$ cat src/rtl/spi_ram_pkg.sv
// Shared FSM state encoding, SPI command codes and a width helper for the SPI RAM slave.
package spi_ram_pkg;

  typedef enum logic [2:0] {
    IDLE,
    CMD,
    WR_ADDR,
    WR_DATA,
    RD_ADDR,
    RD_TURN,
    RD_DATA,
    HOLD
  } state_t;

  localparam logic [2:0] CMD_WR_ADDR = 3'b000;
  localparam logic [2:0] CMD_WR_DATA = 3'b001;
  localparam logic [2:0] CMD_RD_ADDR = 3'b110;
  localparam logic [2:0] CMD_RD_TURN = 3'b111;

  function automatic int max2(input int a, input int b);
    return (a > b) ? a : b;
  endfunction

endpackage

$ cat src/rtl/spi_ram_mem.sv
// Simple dual-port RAM: one write port, one registered read port (1-cycle latency).
// Contents are deliberately not reset.
module spi_ram_mem #(
  parameter int ADDR_W = 8,
  parameter int DATA_W = 8
) (
  input  logic              clk,
  input  logic              i_we,
  input  logic [ADDR_W-1:0] i_waddr,
  input  logic [DATA_W-1:0] i_wdata,
  input  logic              i_re,
  input  logic [ADDR_W-1:0] i_raddr,
  output logic [DATA_W-1:0] o_rdata
);

  localparam int DEPTH = 2 ** ADDR_W;

  logic [DATA_W-1:0] r_mem [DEPTH];
  logic [DATA_W-1:0] r_rdata;

  always_ff @(posedge clk) begin
    if (i_we) r_mem[i_waddr] <= i_wdata;
    if (i_re) r_rdata <= r_mem[i_raddr];
  end

  assign o_rdata = r_rdata;

endmodule

$ cat src/rtl/spi_slave_ram_p.sv
// SPI-framed RAM slave: 3-bit command then address/data payload, MSB first, sampled on clk.
// Define SPI_RAM_AUTOINC_EN to post-increment wr_addr/rd_addr after each completed data frame.
import spi_ram_pkg::*;

module spi_slave_ram_p #(
  parameter int ADDR_W = 8,
  parameter int DATA_W = 8
) (
  input  logic clk,
  input  logic rst,
  input  logic SS_n,
  input  logic MOSI,
  output logic MISO,
  output logic cmd_err
);

  // Shift register must also hold the 3-bit command.
  localparam int MAX_W = max2(max2(ADDR_W, DATA_W), 3);
  localparam int CNT_W = $clog2(MAX_W + 1);
  localparam logic [CNT_W-1:0] CMD_LAST  = CNT_W'(2);
  localparam logic [CNT_W-1:0] ADDR_LAST = CNT_W'(ADDR_W - 1);
  localparam logic [CNT_W-1:0] DATA_LAST = CNT_W'(DATA_W - 1);
  localparam logic [CNT_W-1:0] DATA_END  = CNT_W'(DATA_W);

  state_t            r_state, w_next;
  logic [CNT_W-1:0]  r_cnt;
  logic [MAX_W-2:0]  r_shift;
  logic [MAX_W-1:0]  w_shift_in;
  logic [ADDR_W-1:0] r_wr_addr, r_rd_addr;
  logic [DATA_W-1:0] r_rd_sh, w_rdata;
  logic              r_miso, r_cmd_err;
  logic              w_we, w_re, w_cmd_err;

  assign w_shift_in = {r_shift, MOSI};

  always_comb begin
    w_next    = r_state;
    w_we      = 1'b0;
    w_re      = 1'b0;
    w_cmd_err = 1'b0;
    case (r_state)
      IDLE:    if (!SS_n) w_next = CMD;
      CMD: begin
        if (r_cnt == CMD_LAST) begin
          case (w_shift_in[2:0])
            CMD_WR_ADDR: w_next = WR_ADDR;
            CMD_WR_DATA: w_next = WR_DATA;
            CMD_RD_ADDR: w_next = RD_ADDR;
            CMD_RD_TURN: w_next = RD_TURN;
            default: begin
              w_next    = HOLD;
              w_cmd_err = 1'b1;
            end
          endcase
        end
      end
      WR_ADDR, RD_ADDR: if (r_cnt == ADDR_LAST) w_next = HOLD;
      WR_DATA: begin
        if (r_cnt == DATA_LAST) begin
          w_next = HOLD;
          w_we   = 1'b1;
        end
      end
      RD_TURN: begin
        w_next = RD_DATA;
        w_re   = 1'b1;
      end
      // One extra edge after the LSB so MISO returns to 0 while still in RD_DATA.
      RD_DATA: if (r_cnt == DATA_END) w_next = HOLD;
      HOLD:    w_next = r_state;
      default: w_next = IDLE;
    endcase
    if (SS_n) begin
      w_next    = IDLE;
      w_we      = 1'b0;
      w_re      = 1'b0;
      w_cmd_err = 1'b0;
    end
  end

  always_ff @(posedge clk or posedge rst) begin
    if (rst) begin
      r_state   <= IDLE;
      r_cnt     <= '0;
      r_shift   <= '0;
      r_wr_addr <= '0;
      r_rd_addr <= '0;
      r_rd_sh   <= '0;
      r_miso    <= 1'b0;
      r_cmd_err <= 1'b0;
    end else begin
      r_state   <= w_next;
      r_cmd_err <= w_cmd_err;
      r_miso    <= 1'b0;
      if (w_next != r_state) begin
        r_cnt   <= '0;
        r_shift <= '0;
      end else begin
        r_cnt   <= r_cnt + CNT_W'(1);
        r_shift <= w_shift_in[MAX_W-2:0];
      end
      if (r_state == RD_DATA && w_next == RD_DATA) begin
        r_miso  <= (r_cnt == '0) ? w_rdata[DATA_W-1] : r_rd_sh[DATA_W-1];
        r_rd_sh <= ((r_cnt == '0) ? w_rdata : r_rd_sh) << 1;
      end
      if (r_state == WR_ADDR && w_next == HOLD) r_wr_addr <= w_shift_in[ADDR_W-1:0];
      if (r_state == RD_ADDR && w_next == HOLD) r_rd_addr <= w_shift_in[ADDR_W-1:0];
`ifdef SPI_RAM_AUTOINC_EN
      if (w_we) r_wr_addr <= r_wr_addr + ADDR_W'(1);
      if (r_state == RD_DATA && w_next == HOLD) r_rd_addr <= r_rd_addr + ADDR_W'(1);
`endif
    end
  end

  spi_ram_mem #(
    .ADDR_W(ADDR_W),
    .DATA_W(DATA_W)
  ) u_mem (
    .clk    (clk),
    .i_we   (w_we),
    .i_waddr(r_wr_addr),
    .i_wdata(w_shift_in[DATA_W-1:0]),
    .i_re   (w_re),
    .i_raddr(r_rd_addr),
    .o_rdata(w_rdata)
  );

  assign MISO    = r_miso;
  assign cmd_err = r_cmd_err;

endmodule

$ cat config.mk
export PLATFORM = sky130hd
export DESIGN_NAME = spi_slave_ram_p
export DESIGN_NICKNAME = d
export VERILOG_FILES = /design/src/rtl/spi_ram_pkg.sv /design/src/rtl/spi_ram_mem.sv /design/src/rtl/spi_slave_ram_p.sv
export SDC_FILE = /design/constraint.sdc
export NUM_CORES = 2
export LEC_CHECK = 0
export CAP_MARGIN = 20
export CORE_MARGIN = 1
export CORE_UTILIZATION = 55
export CTS_CLUSTER_DIAMETER = 120
export DETAILED_ROUTE_END_ITERATION = 10
export GPL_ROUTABILITY_DRIVEN = 0
export GPL_TIMING_DRIVEN = 0
export PLACE_DENSITY = 0.7
export SETUP_SLACK_MARGIN = 0.1
export SLEW_MARGIN = 20
export SYNTH_ARGS = -nofsm -noshare
export SYNTH_HDL_FRONTEND = slang
export SYNTH_SLANG_ARGS = --single-unit
$ cat constraint.sdc
create_clock -name clk -period 6 [get_ports clk]
set_clock_uncertainty 0.15 [all_clocks]
set_input_delay 1.2 -clock clk [delete_from_list [all_inputs] [get_ports clk]]
set_output_delay 1.2 -clock clk [all_outputs]
set_load 0.01 [all_outputs]
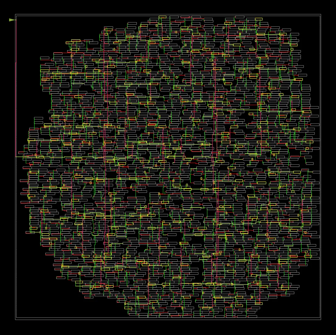
final_clocks.png
clock buffers: 269
P_clk: 0.0125 W

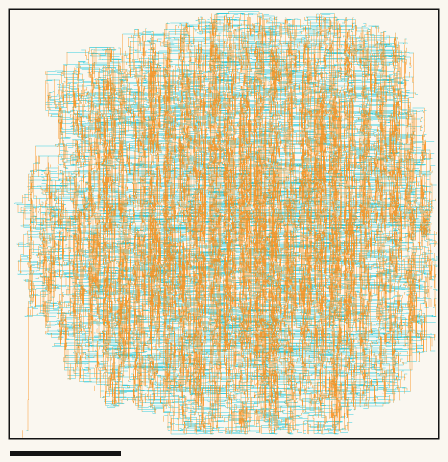
metal_stack.png
Bar = 100 um. Two of the layers only.
legend:
  met1:
    color: cyan
    wire_length: 84.2 mm
  met2:
    color: orange
    wire_length: 104 mm
routed vias: 43100
final wirelength: 235000 um

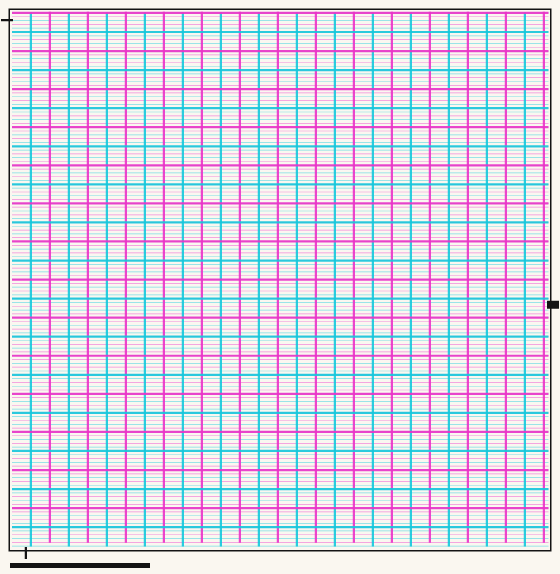
pdn.png
Bar = 100 um. Pins as bars on the die edge.
legend:
  VSS:
    color: cyan
  VDD:
    color: magenta
rows: 140
met5 straps: 28

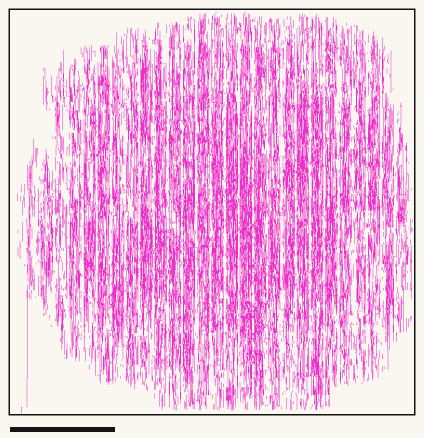
met2.png
Bar = 100 um.
main direction: vertical
nets with wire on the layer: 3729
wire length on this layer: 104 mm
longest straight run: 137 um

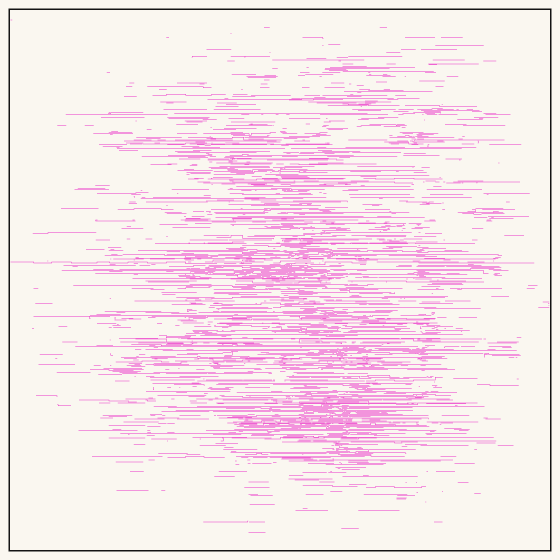
met3.png
nets with wire on the layer: 843
share of all routed wire: 14%
longest straight run: 245 um
wire length on this layer: 33.8 mm
main direction: horizontal
GRT met3 Usage: 0.111

==> results.yml <==
# synthesis and place-and-route metrics
outcome:
  outcome: "complete, no violations"
cts:
  clock-root-buffer: "clkbuf_16"
  htree_levels: 4
  clkTransAtPathRegs_ps: 60
  post_cts_resized: 0
  clk_path_buf_depth: 3
  cts_tree: "built"
  clock_sinks: 2095
  numCtsBuffers: 204
  cts_hold_buf: 0
  cts_setup_buffers: 0
  worstSkewPairLatency_ps: 860
flow_run:
  warnings: 33
  drv_cap: 0
floorplanning:
  die_w_um: 386
  ios: 6
  core.rowCount: 140
  dieArea_um2: 149000
  dieHeight_um: 386
  initial_utilization: 0.555
  coreArea_um2: 146000
global_routing:
  grt_pass1_vias: 41400
  antenna_found_initial: 8
  grt_pass1_wl_um: 322000
  grt_max_degree: 109
  track_usage: 0.319
  overflow: 0
sta:
  rsz0062_at_grt: "false"
  period_used_share: 0.815
  final.min_clock_period_ps: 4890
  max_clock_freq_ghz: 0.205
  setup_viol: 0
  max_slew_margin: 0.121
  slew_violations: 0
  worst_slew_pin_slew_ps: 1310
  hold_violations: 0
layout:
  regArea_um2: 62700
  nets: 4091
  final_layout_top_logic_cell: "edfxtp_1"
  instances_no_fill: 6178
  final_cell_mix: "2056 x edfxtp_1, 456 x mux4_2, 287 x nor2_1, 208 x clkbuf_16, 135 x clkbuf_1"
  n_fill_cell: 9683
  logic_area_um2: 16900
  final_area_um2: 91100
  drive_gt1_frac: 0.232
  syn2layout_area_growth_pct: 12.5
yosys:
  ys_sh_simple: 0.0250
  ys_cells: 3827
  synthFlopType: "edfxtp_1"
  ys_seq_share: 0.775
  synth_nets: 3834
  async_flop_share: 0.0186
  syn_area_um2: 80900
  edf_count: 2056
  xor_share: 0.000433
  top_logic_kind: "multiplexers"
  ys_area_um2: 80900
  synth_flops: 2095
  yosysWarnings: 0
  synthAoiAreaFrac: 0.0369
  synth.distinct_cells: 60
  ys_sh_mux: 0.146
  fa_ha_area_frac: 0.000464
  avgSynthCellArea_um2: 21.2
  postSynthCellCount: 3827
placed_design:
  dpl-instance-area_um2: 84600
  hpwl_um: 157000
  placed_cells: 5794
  io_buffers: 5
worst_setup_path:
  worstSetupPathType: "flip-flop to flip-flop"
  crit_path_max_fanout: 10
  r2r-start: "r_rd_addr[2]"
  critPathBufInv: 3
  cp_slowest_cell: "clkbuf_1"
  r2r_setup_slack_ps: 1110
  cp.required_ps: 6540
  startpoint_type: "flip-flop"
  crit_path_end_kind: "flip-flop"
  r2r-end: "u_mem.o_rdata[3]"
  r2r_cells: 8
  cp_slowest_stage_delay_ps: 950
  cp.arrival_ps: 5430
  crit_top_cell: "clkbuf_1"
  crit_family: "buffers and inverters"
  crit_chain: "buf_2, nor2_1, clkbuf_1, clkbuf_1, a22oi_1, a21oi_1, nor3_1, nor4_2"
power_and_ir_drop:
  leakagePower_nw: 26.2
  ir_worst_vdd_v: 0.000288
  p_per_area_nw_per_um2: 348
worst_hold_path:
  whs_endpoint: "r_rd_sh[5]"
  hp-class: "flip-flop to flip-flop"
  hold_start: "r_rd_sh[5]"
  hold_depth: 2
drt:
  first_pass_iters: 8
  drc: 0
  via_per_inst: 6.98
  drt_iter0_drc: 7100
  postRouteAntennaNets: 0
  post_drt_wl_per_cell_um: 38.1
[state kept, by name, indices dropped and copies added (netlist names)]
| signal | cells |
|---|---|
| r_cnt | 4 |
| r_shift | 7 |
| cmd_err | 1 |
| MISO | 1 |
| r_rd_sh | 7 |
| u_mem.o_rdata | 8 |
| u_mem.r_mem | 2048 |
| r_rd_addr | 8 |
| r_state | 3 |
| r_wr_addr | 8 |
[through the flow]
step / util / worst slack, ps / hold slack [ps] / setup TNS, ps / power, W
after floorplan: - / 817 / 299 / 0 / 0.0183
after global placement: 0.572 / -6020 / 323 / -4156040 / 0.0195
after global routing: 0.624 / 1330 / 362 / 0 / 0.0323
after detailed placement: 0.580 / 849 / 325 / 0 / 0.0194
final: 0.624 / 1110 / 339 / 0 / 0.0317
after CTS: 0.624 / 1480 / 339 / 0 / 0.0316
[cells by family (layout without fill, tap and decap cells)]
| family | Yosys count | in the layout |
|---|---|---|
| adder cells (fa/ha/maj) | 3 | 3 |
| multiplexers | 606 | 606 |
| AND/OR/NAND/NOR | 459 | 459 |
| XOR/XNOR | 4 | 4 |
| flip-flops | 2095 | 2095 |
| buffers and inverters | 239 | 664 |
| AND-OR/OR-AND | 421 | 421 |
| other | 0 | 9 |
[synthesized netlist by cell type (all sizes together) (27+ instances only)]
library cell | count | area share
a21oi | 84 | 0.0052
a221oi | 35 | 0.0038
a22o | 29 | 0.0031
a22oi | 115 | 0.011
buf | 131 | 0.011
clkbuf | 100 | 0.0047
dfrtp | 39 | 0.012
edfxtp | 2056 | 0.76
mux2 | 37 | 0.0051
mux2i | 113 | 0.014
mux4 | 456 | 0.13
nand2 | 59 | 0.0027
nor2 | 287 | 0.013
nor3 | 32 | 0.0020
o21ai | 27 | 0.0017
o221ai | 39 | 0.0042
o22ai | 30 | 0.0023
[where the power goes]
part / leakage (nW) / total, W / internal, W / switching (W)
logic: 5.26 / 0.00267 / 0.000836 / 0.00184
clock network: 3.12 / 0.0125 / 0.00699 / 0.00551
registers: 17.8 / 0.0165 / 0.0164 / 0.0000954
total: 26.2 / 0.0317 / 0.0243 / 0.00744
[how the worst max path moves through the flow]
stage                 start                  end  slack, ps  cells past startpoint
2_1_floorplan    r_shift[0]             r_cnt[0]        820                      7
3_3_place_gp           MOSI           r_shift[0]      -6020                      8
3_5_place_dp           SS_n  u_mem.r_mem[152][2]        850                      7
4_1_cts        r_rd_addr[2]     u_mem.o_rdata[6]       1480                      8
5_1_grt        r_rd_addr[2]     u_mem.o_rdata[0]       1330                      8
6_report       r_rd_addr[2]     u_mem.o_rdata[3]       1110                      8
[area by class of cell]
cell class | count | share of cell area
Timing Repair Buffer | 51 | 0.0128
Inverter | 8 | 0.000330
Buffer | 231 | 0.0146
Tap cell | 1917 | 0.0263
Clock buffer | 269 | 0.0602
Antenna cell | 9 | 0.000247
Clock inverter | 105 | 0.0103
Multi-Input combinational cell | 1493 | 0.186
Sequential cell | 2095 | 0.689
[per-layer routing]
layer | GRT usage | share of wire | vias up
met5 | 0.000650 | 0.00099 | -
li1 | - | - | 16600
met2 | 0.458 | 0.44 | 3369
met1 | 0.437 | 0.36 | 22400
met4 | 0.161 | 0.058 | 10
met3 | 0.111 | 0.14 | 706
Power figures rest on the tool's default switching activity, not on a simulated workload.
